--- config.mk ---
export PLATFORM = sky130hd
export DESIGN_NAME = sap1_controlador_sequenciador
export DESIGN_NICKNAME = d
export VERILOG_FILES = /design/src/rtl/sap1_controlador_sequenciador.sv
export SDC_FILE = /design/constraint.sdc
export NUM_CORES = 1
export LEC_CHECK = 0
export ABC_AREA = 1
export CORE_UTILIZATION = 35
export DETAILED_ROUTE_END_ITERATION = 8
export PLACE_DENSITY_LB_ADDON = 0.25
export SYNTH_ARGS = -nofsm -noshare
export SYNTH_HDL_FRONTEND = slang
export SYNTH_SLANG_ARGS = --single-unit
--- constraint.sdc ---
create_clock -name clock -period 1.6 [get_ports clock]
set_input_delay 0.32 -clock clock [delete_from_list [all_inputs] [get_ports clock]]
set_output_delay 0.32 -clock clock [all_outputs]
set_load 0.01 [all_outputs]
--- src/rtl/sap1_controlador_sequenciador.sv ---
// -----------------------------------------------------------------------------
// sap1_controlador_sequenciador
//
// Purpose:
//   Controller/sequencer for the SAP-1 computer. A six-step one-hot ring
//   counter (T1..T6) walks through each instruction. A sticky halt flag stops
//   the machine after an HLT instruction. Every control word bit is a
//   combinational decode of the ring state, the opcode and the halt flag.
//
// Ports:
//   clock   in   1  system clock, all state updates on the rising edge
//   clear   in   1  synchronous active-high reset of ring (to T1) and halt
//   run     in   1  1 = ring advances each clock, 0 = state frozen
//   opcode  in   4  upper nibble of the instruction register (valid T4..T6)
//   t_state out  6  one-hot ring count, bit0 = T1 .. bit5 = T6
//   cp      out  1  program counter increment
//   ep      out  1  program counter drives bus
//   lm      out  1  memory address register load
//   ce      out  1  RAM drives bus
//   li      out  1  instruction register load
//   ei      out  1  instruction register address nibble drives bus
//   la      out  1  accumulator load
//   ea      out  1  accumulator drives bus
//   lb      out  1  B register load
//   su      out  1  ALU subtract select
//   eu      out  1  ALU drives bus
//   lo      out  1  output register load
//   halt    out  1  sticky halt flag, cleared only by clear
//
// Notes:
//   The ring counter is the state machine; t_state exposes it directly so the
//   current step is always observable. Only this block's own state is reset
//   by clear; the datapath registers take clear on their own.
// -----------------------------------------------------------------------------
module sap1_controlador_sequenciador (
  input  logic       clock,
  input  logic       clear,
  input  logic       run,
  input  logic [3:0] opcode,
  output logic [5:0] t_state,
  output logic       cp,
  output logic       ep,
  output logic       lm,
  output logic       ce,
  output logic       li,
  output logic       ei,
  output logic       la,
  output logic       ea,
  output logic       lb,
  output logic       su,
  output logic       eu,
  output logic       lo,
  output logic       halt
);

  typedef enum logic [5:0] {
    T1 = 6'b000001,
    T2 = 6'b000010,
    T3 = 6'b000100,
    T4 = 6'b001000,
    T5 = 6'b010000,
    T6 = 6'b100000
  } t_state_e;

  localparam logic [3:0] OP_LDA = 4'b0000;
  localparam logic [3:0] OP_ADD = 4'b0001;
  localparam logic [3:0] OP_SUB = 4'b0010;
  localparam logic [3:0] OP_OUT = 4'b1110;
  localparam logic [3:0] OP_HLT = 4'b1111;

  t_state_e r_ring;
  logic     r_halt;
  t_state_e w_ring_next;
  logic     w_halt_next;

  // State register; clear wins over run and halt.
  always_ff @(posedge clock) begin
    if (clear) begin
      r_ring <= T1;
      r_halt <= 1'b0;
    end else begin
      r_ring <= w_ring_next;
      r_halt <= w_halt_next;
    end
  end

  // Next-state: hold unless running and not halted. HLT at T4 parks the ring
  // on T4 and raises halt on the same edge.
  always_comb begin
    w_ring_next = r_ring;
    w_halt_next = r_halt;
    if (run && !r_halt) begin
      if (r_ring == T4 && opcode == OP_HLT) begin
        w_halt_next = 1'b1;
      end else begin
        case (r_ring)
          T1:      w_ring_next = T2;
          T2:      w_ring_next = T3;
          T3:      w_ring_next = T4;
          T4:      w_ring_next = T5;
          T5:      w_ring_next = T6;
          T6:      w_ring_next = T1;
          // A corrupted (non one-hot) ring recovers to the start of fetch.
          default: w_ring_next = T1;
        endcase
      end
    end
  end

  // Control word decode. Everything is forced low during clear and while
  // halted. Fetch (T1..T3) ignores the opcode. Only one of ep/ce/ei/ea/eu is
  // ever raised per step, so the bus has a single driver.
  always_comb begin
    cp = 1'b0;
    ep = 1'b0;
    lm = 1'b0;
    ce = 1'b0;
    li = 1'b0;
    ei = 1'b0;
    la = 1'b0;
    ea = 1'b0;
    lb = 1'b0;
    su = 1'b0;
    eu = 1'b0;
    lo = 1'b0;
    if (!clear && !r_halt) begin
      case (r_ring)
        T1: begin
          ep = 1'b1;
          lm = 1'b1;
        end
        T2: begin
          cp = 1'b1;
        end
        T3: begin
          ce = 1'b1;
          li = 1'b1;
        end
        T4: begin
          case (opcode)
            OP_LDA, OP_ADD, OP_SUB: begin
              ei = 1'b1;
              lm = 1'b1;
            end
            OP_OUT: begin
              ea = 1'b1;
              lo = 1'b1;
            end
            default: ;
          endcase
        end
        T5: begin
          case (opcode)
            OP_LDA: begin
              ce = 1'b1;
              la = 1'b1;
            end
            OP_ADD, OP_SUB: begin
              ce = 1'b1;
              lb = 1'b1;
            end
            default: ;
          endcase
        end
        T6: begin
          case (opcode)
            OP_ADD: begin
              eu = 1'b1;
              la = 1'b1;
            end
            OP_SUB: begin
              eu = 1'b1;
              la = 1'b1;
              su = 1'b1;
            end
            default: ;
          endcase
        end
        default: ;
      endcase
    end
  end

  assign t_state = r_ring;
  assign halt    = r_halt;

endmodule
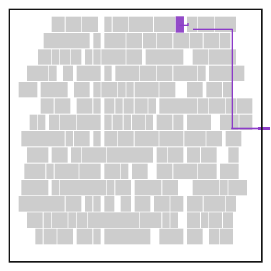
Figure 1: run 1, nets reached from selected ports.
Scale: 6 px per um.
purple -> `li`  # bits 1, direction output, end cells 1, wire 29.1 um

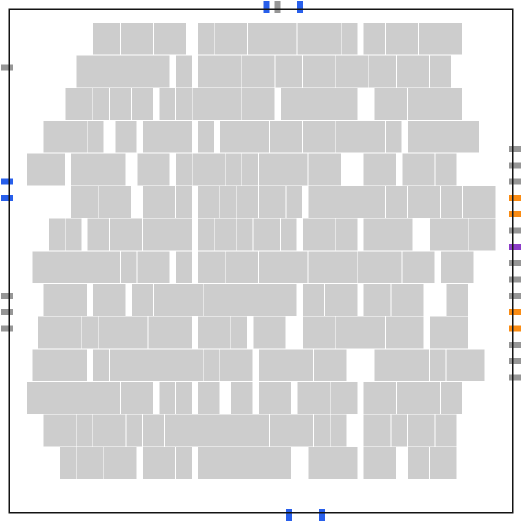
Figure 2: run 1, ports around the boundary.
Scale: 12 px per um. Pins as bars across the die edge, other pins in gray.
orange -> `opcode`  # pins 4, direction input, edge east
purple -> `li`  # pins 1, direction output, edge east
blue -> `t_state`  # pins 6, direction output, edge 2 west, 2 north, 2 south
all pins by edge = 15 east, 6 west, 3 north, 2 south

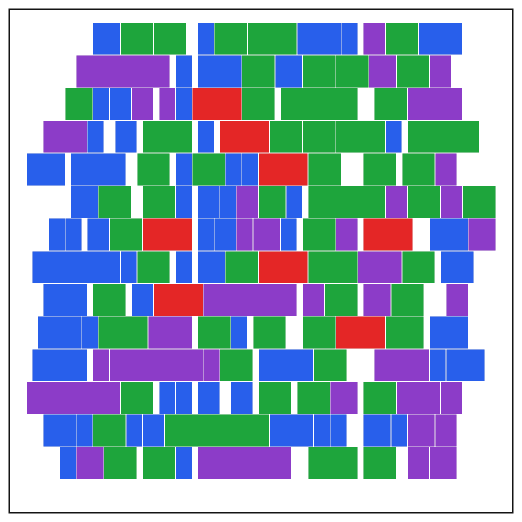
Figure 3: run 1, sizing map.
Scale: 12 px per um.
blue -> drive 1 or less  # cells 62, share 39%, most used nand2_1
green -> drive 3 to 4  # cells 55, share 34%, most used buf_4
red -> drive 6 and up  # cells 8, share 5.0%, most used buf_6
purple -> drive 2  # cells 36, share 22%, most used buf_2

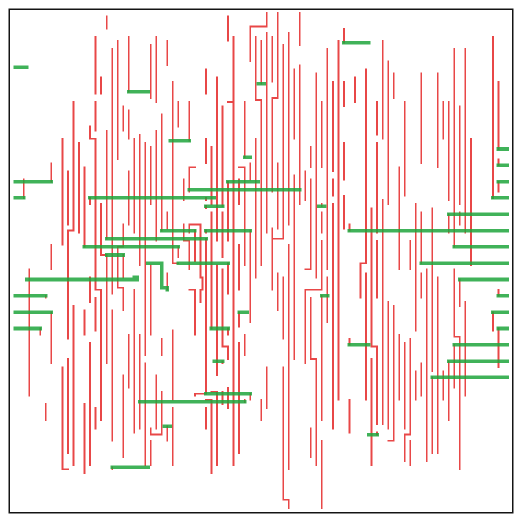
Figure 4: run 1, metal layers overlaid.
Scale: 12 px per um. Only two layers are drawn.
red -> met2  # wire length 1390 um
green -> met3  # wire length 159 um

==> results.sh, run 1 <==
# physical design summary
export IMPL_min_to="t_state[0]"
export IMPL_maxSlewHeadroom=0.8217
export IMPL_powerDensity_nw_per_um2=529.9
export IMPL_aoi_share=0.1216
export IMPL_ff_latch_area_um2=150.1
export IMPL_dr_first_iter_drc_count=29
export IMPL_io_buffers=25
export IMPL_initial_utilization=0.3731
export IMPL_drive_gt1_frac=0.6149
export IMPL_crit_chain="nor2_4 > buf_4 > nand4_1 > o22ai_1 > buf_2"
export IMPL_cts_sinks=7
export IMPL_grtUsageMet1=0.2960
export IMPL_areaGrowthSynthToFinish_pct=125.9
export IMPL_power_mw=0.6649
export IMPL_reg2reg_to="t_state[0]"
export IMPL_dpl_cell_area_um2=1013
export IMPL_grt_first_pass_wirelength_mm=3.677
export IMPL_yosysSeqAreaShare=0.2523
export IMPL_clk_power_mw=0.177
export IMPL_period_used=1.164
export IMPL_maxSlewViolCount=0
export IMPL_nFillCells=90
export IMPL_cp_top_family="simple AND/OR/NAND/NOR gates"
export IMPL_antenna_found_initial=0
export IMPL_ys_cells=86
export IMPL_ff_type="dfxtp_1"
export IMPL_viasPerCell=5.266
export IMPL_path_max_fanout=4
export IMPL_worst_setup_path_start_kind="flop"
export IMPL_final_util=0.8429
export IMPL_crit_end="ce"
export IMPL_yosys_warnings=0
export IMPL_core_area_um2=1489
export IMPL_cts_tree="done"
export IMPL_sh_seq_area=0.1196
export IMPL_crit_slowest_cell="dfxtp_2"
export IMPL_firstDrtPassIters=5
export IMPL_top_cell_area_share=0.2523
export IMPL_wl_met1_mm=1.008
export IMPL_p_leak_nw=0.6736
export IMPL_synth_largest_area_cell="dfxtp_1"
export IMPL_fin_tns_setup_ns=-1.201
export IMPL_p_comb_mw=0.293
export IMPL_rows=14
export IMPL_cts_setup_buffers=12
export IMPL_n_all_buffers=72
export IMPL_rsz0062_at_grt="yes"
export IMPL_synthTopCellsByCount="nand2_1 (17), nor2_1 (16), a21oi_1 (7), dfxtp_1 (7)"
export IMPL_cp_startpoint="t_state[4]"
export IMPL_buf_share=0.4586
export IMPL_cts_hold_fix_buffers=0
export IMPL_taps=16
export IMPL_crit_path_end_kind="output pin"
export IMPL_grt_max_degree=11
export IMPL_synth_cell_types=21
export IMPL_seq_cells=7
export IMPL_largest_reg_flops=6
export IMPL_holdPathStages=4
export IMPL_chip_area_um2=1751
export IMPL_die_width_um=41.84
export IMPL_ys_area_um2=555.5
export IMPL_hpwl_mm=1.324
export IMPL_comb_share=0.3500
export IMPL_hold_viol_final=0
export IMPL_wire_per_inst_um=15.26
export IMPL_finalWirelength_mm=2.701
export IMPL_crit_buf_inv=2
export IMPL_fin_skew_ns=0.003066
export IMPL_intPower_mw=0.4311
export IMPL_use_met3=0.03478
export IMPL_p_seq_frac=0.294
export IMPL_syn_avg_cell_area_um2=6.460
export IMPL_ys_sh_simple=0.5450
export IMPL_reg2reg_setup_slack_ns=0
export IMPL_syn_inst=86
export IMPL_grt_usage=0.2766
export IMPL_mostFrequentLayoutCells="buf_4 (39), nand2_1 (15), nor2_1 (13)"
export IMPL_nNetsFinal=169
export IMPL_dr_wl_met2_mm=1.386
export IMPL_status="finished, violations left"
export IMPL_lay_top_count="buf_4"
export IMPL_edf_count=0
export IMPL_die_h_um=41.84
export IMPL_numCtsBuffers=3
export IMPL_grt_pass1_vias=863
export IMPL_pin_count=26
export IMPL_reg2reg_from="t_state[4]"
export IMPL_pwr_share_comb=0.440
export IMPL_comb_area_um2=439.2
export IMPL_ant_nets=0
export IMPL_instances_no_fill=177
export IMPL_tool_warnings=28
export IMPL_clock_area_frac=0.02193
export IMPL_n_clock_buffer=3
export IMPL_critical_path_depth=5
export IMPL_path_clk_slew_ns=0.06
export IMPL_reg2regPathDepth=9
export IMPL_hold_ws_ns=0.5326
export IMPL_ys_ff=7
export IMPL_mux_share=0
export IMPL_vdd_drop_max_v=0.0005279
export IMPL_cts_resized=74
export IMPL_htreeDepth=1
export IMPL_biggestCellCategory="buffers"
export IMPL_syn_area_um2=555.5
export IMPL_timing_final_ws_setup_ns=-0.2623
export IMPL_p_sw_frac=0.3516
export IMPL_busiest_layer="met2"
export IMPL_worstHoldStart="clear"
export IMPL_seq_power_mw=0.195
export IMPL_final_min_clock_period_ns=1.862
export IMPL_wl_met3_um=159
export IMPL_max_slew_worst_pin_slew_ns=0.2667
export IMPL_crit_arrival_ns=1.54
export IMPL_root_buffer="clkbuf_4"
export IMPL_yosysMostFrequentCell="nand2_1"
export IMPL_setup_violations=12
export IMPL_hold_path_class="in -> reg"
export IMPL_logic_gates=68
export IMPL_violations="negative setup slack"
export IMPL_gr_usage_met2=0.4781
export IMPL_post_route_drc_count=0
export IMPL_cap_violations=0
export IMPL_p_clk_frac=0.266
export IMPL_place_inst=152
export IMPL_diodes=0
export IMPL_post_place_ws_ns=-0.6842
export IMPL_gp_congestion=0.8176
export IMPL_worst_skew_pair_late_latency_ns=0.27
export IMPL_overflow=0
export IMPL_design_area_um2=1255
export IMPL_fp_nets=93
export IMPL_fmax_ghz=0.5370
export IMPL_top_logic_kind="simple AND/OR/NAND/NOR gates"
export IMPL_p_sw_mw=0.2338
--- run 2 (diff from run 1) ---
clock period = 1.72 ns   (was 1.6 ns; I/O delays follow)
==> run 2 against run 1 <==
The run still ends with negative setup slack left. Flip-flop count stayed put. Die size unchanged. Register-to-register slack improved by 0.33 ns. Critical path type unchanged. Largest cell class unchanged.
==> results.sh, run 2 <==
# physical design summary
export IMPL_syn_area_um2=555.5
export IMPL_fin_skew_ns=0.004657
export IMPL_ys_sh_simple=0.5450
export IMPL_buf_share=0.3931
export IMPL_vdd_drop_max_v=0.0003916
export IMPL_reg2reg_to="t_state[0]"
export IMPL_crit_end="su"
export IMPL_fmax_ghz=0.5799
export IMPL_nNetsFinal=154
export IMPL_ff_type="dfxtp_1"
export IMPL_clock_area_frac=0.02400
export IMPL_p_seq_frac=0.336
export IMPL_place_inst=151
export IMPL_grt_max_degree=11
export IMPL_status="finished, violations left"
export IMPL_p_leak_nw=0.5468
export IMPL_mux_share=0
export IMPL_maxSlewViolCount=0
export IMPL_crit_chain="inv_4 > nand2_4 > nor2_4 > nand3_4 > nor4_4 > buf_2"
export IMPL_chip_area_um2=1751
export IMPL_timing_final_ws_setup_ns=-0.004468
export IMPL_cts_hold_fix_buffers=0
export IMPL_design_area_um2=1095
export IMPL_biggestCellCategory="buffers"
export IMPL_busiest_layer="met2"
export IMPL_grtUsageMet1=0.2392
export IMPL_htreeDepth=1
export IMPL_setup_violations=1
export IMPL_firstDrtPassIters=5
export IMPL_hpwl_mm=1.343
export IMPL_p_sw_mw=0.1731
export IMPL_dr_wl_met2_um=991
export IMPL_logic_gates=68
export IMPL_reg2reg_from="t_state[0]"
export IMPL_wl_met1_um=789
export IMPL_root_buffer="clkbuf_4"
export IMPL_crit_arrival_ns=1.38
export IMPL_largest_reg_flops=6
export IMPL_finalWirelength_mm=1.907
export IMPL_grt_pass1_vias=734
export IMPL_taps=16
export IMPL_overflow=0
export IMPL_seq_cells=7
export IMPL_top_cell_area_share=0.2523
export IMPL_clk_power_mw=0.150
export IMPL_fp_nets=93
export IMPL_hold_path_class="in -> reg"
export IMPL_areaGrowthSynthToFinish_pct=97.07
export IMPL_final_min_clock_period_ns=1.724
export IMPL_ys_cells=86
export IMPL_n_all_buffers=57
export IMPL_maxSlewHeadroom=0.8550
export IMPL_die_width_um=41.84
export IMPL_ys_ff=7
export IMPL_pwr_share_comb=0.386
export IMPL_rows=14
export IMPL_drive_gt1_frac=0.5342
export IMPL_io_buffers=25
export IMPL_power_mw=0.5384
export IMPL_seq_power_mw=0.181
export IMPL_crit_slowest_cell="dfxtp_4"
export IMPL_p_comb_mw=0.208
export IMPL_synthTopCellsByCount="nand2_1 (17), nor2_1 (16), a21oi_1 (7), dfxtp_1 (7)"
export IMPL_cts_tree="done"
export IMPL_comb_share=0.3909
export IMPL_synth_cell_types=21
export IMPL_path_max_fanout=4
export IMPL_fin_tns_setup_ns=-0.004468
export IMPL_cts_setup_buffers=5
export IMPL_synth_largest_area_cell="dfxtp_1"
export IMPL_dpl_cell_area_um2=1006
export IMPL_yosys_warnings=0
export IMPL_cp_startpoint="t_state[3]"
export IMPL_rsz0062_at_grt="yes"
export IMPL_ant_nets=0
export IMPL_cap_violations=0
export IMPL_yosysSeqAreaShare=0.2523
export IMPL_grt_usage=0.2105
export IMPL_comb_area_um2=427.9
export IMPL_wire_per_inst_um=11.77
export IMPL_crit_buf_inv=2
export IMPL_yosysMostFrequentCell="nand2_1"
export IMPL_mostFrequentLayoutCells="buf_4 (31), nor2_1 (15), nand2_1 (15)"
export IMPL_post_place_ws_ns=-0.6082
export IMPL_diodes=0
export IMPL_die_h_um=41.84
export IMPL_reg2regPathDepth=9
export IMPL_p_clk_frac=0.278
export IMPL_nFillCells=123
export IMPL_wl_met3_um=114
export IMPL_viasPerCell=5.012
export IMPL_holdPathStages=4
export IMPL_cp_top_family="simple AND/OR/NAND/NOR gates"
export IMPL_hold_viol_final=0
export IMPL_critical_path_depth=6
export IMPL_grt_first_pass_wirelength_mm=2.891
export IMPL_top_logic_kind="simple AND/OR/NAND/NOR gates"
export IMPL_gr_usage_met2=0.3813
export IMPL_ff_latch_area_um2=147.6
export IMPL_ys_area_um2=555.5
export IMPL_max_slew_worst_pin_slew_ns=0.2172
export IMPL_worst_setup_path_start_kind="flop"
export IMPL_aoi_share=0.1216
export IMPL_worst_skew_pair_late_latency_ns=0.25
export IMPL_antenna_found_initial=0
export IMPL_period_used=1.003
export IMPL_instances_no_fill=162
export IMPL_intPower_mw=0.3653
export IMPL_violations="negative setup slack"
export IMPL_hold_ws_ns=0.5195
export IMPL_powerDensity_nw_per_um2=491.8
export IMPL_reg2reg_setup_slack_ns=0.33
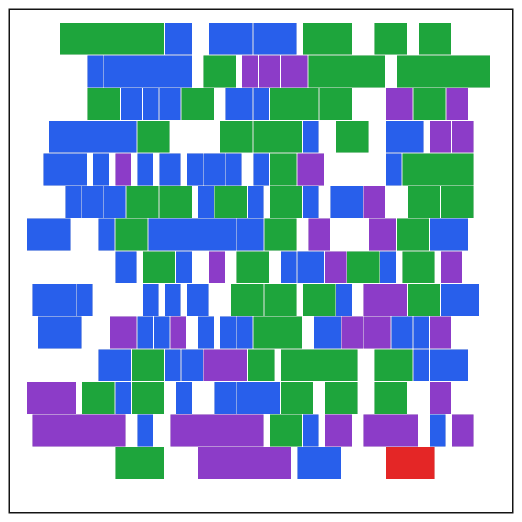
Figure 5: run 2, sizing map.
Scale: 12 px per um.
green -> drive 3 to 4  # cells 47, share 32%, most used buf_4
purple -> drive 2  # cells 30, share 21%, most used buf_2
blue -> drive 1 or less  # cells 68, share 47%
red -> drive 6 and up  # cells 1, share 0.68%, most used buf_6

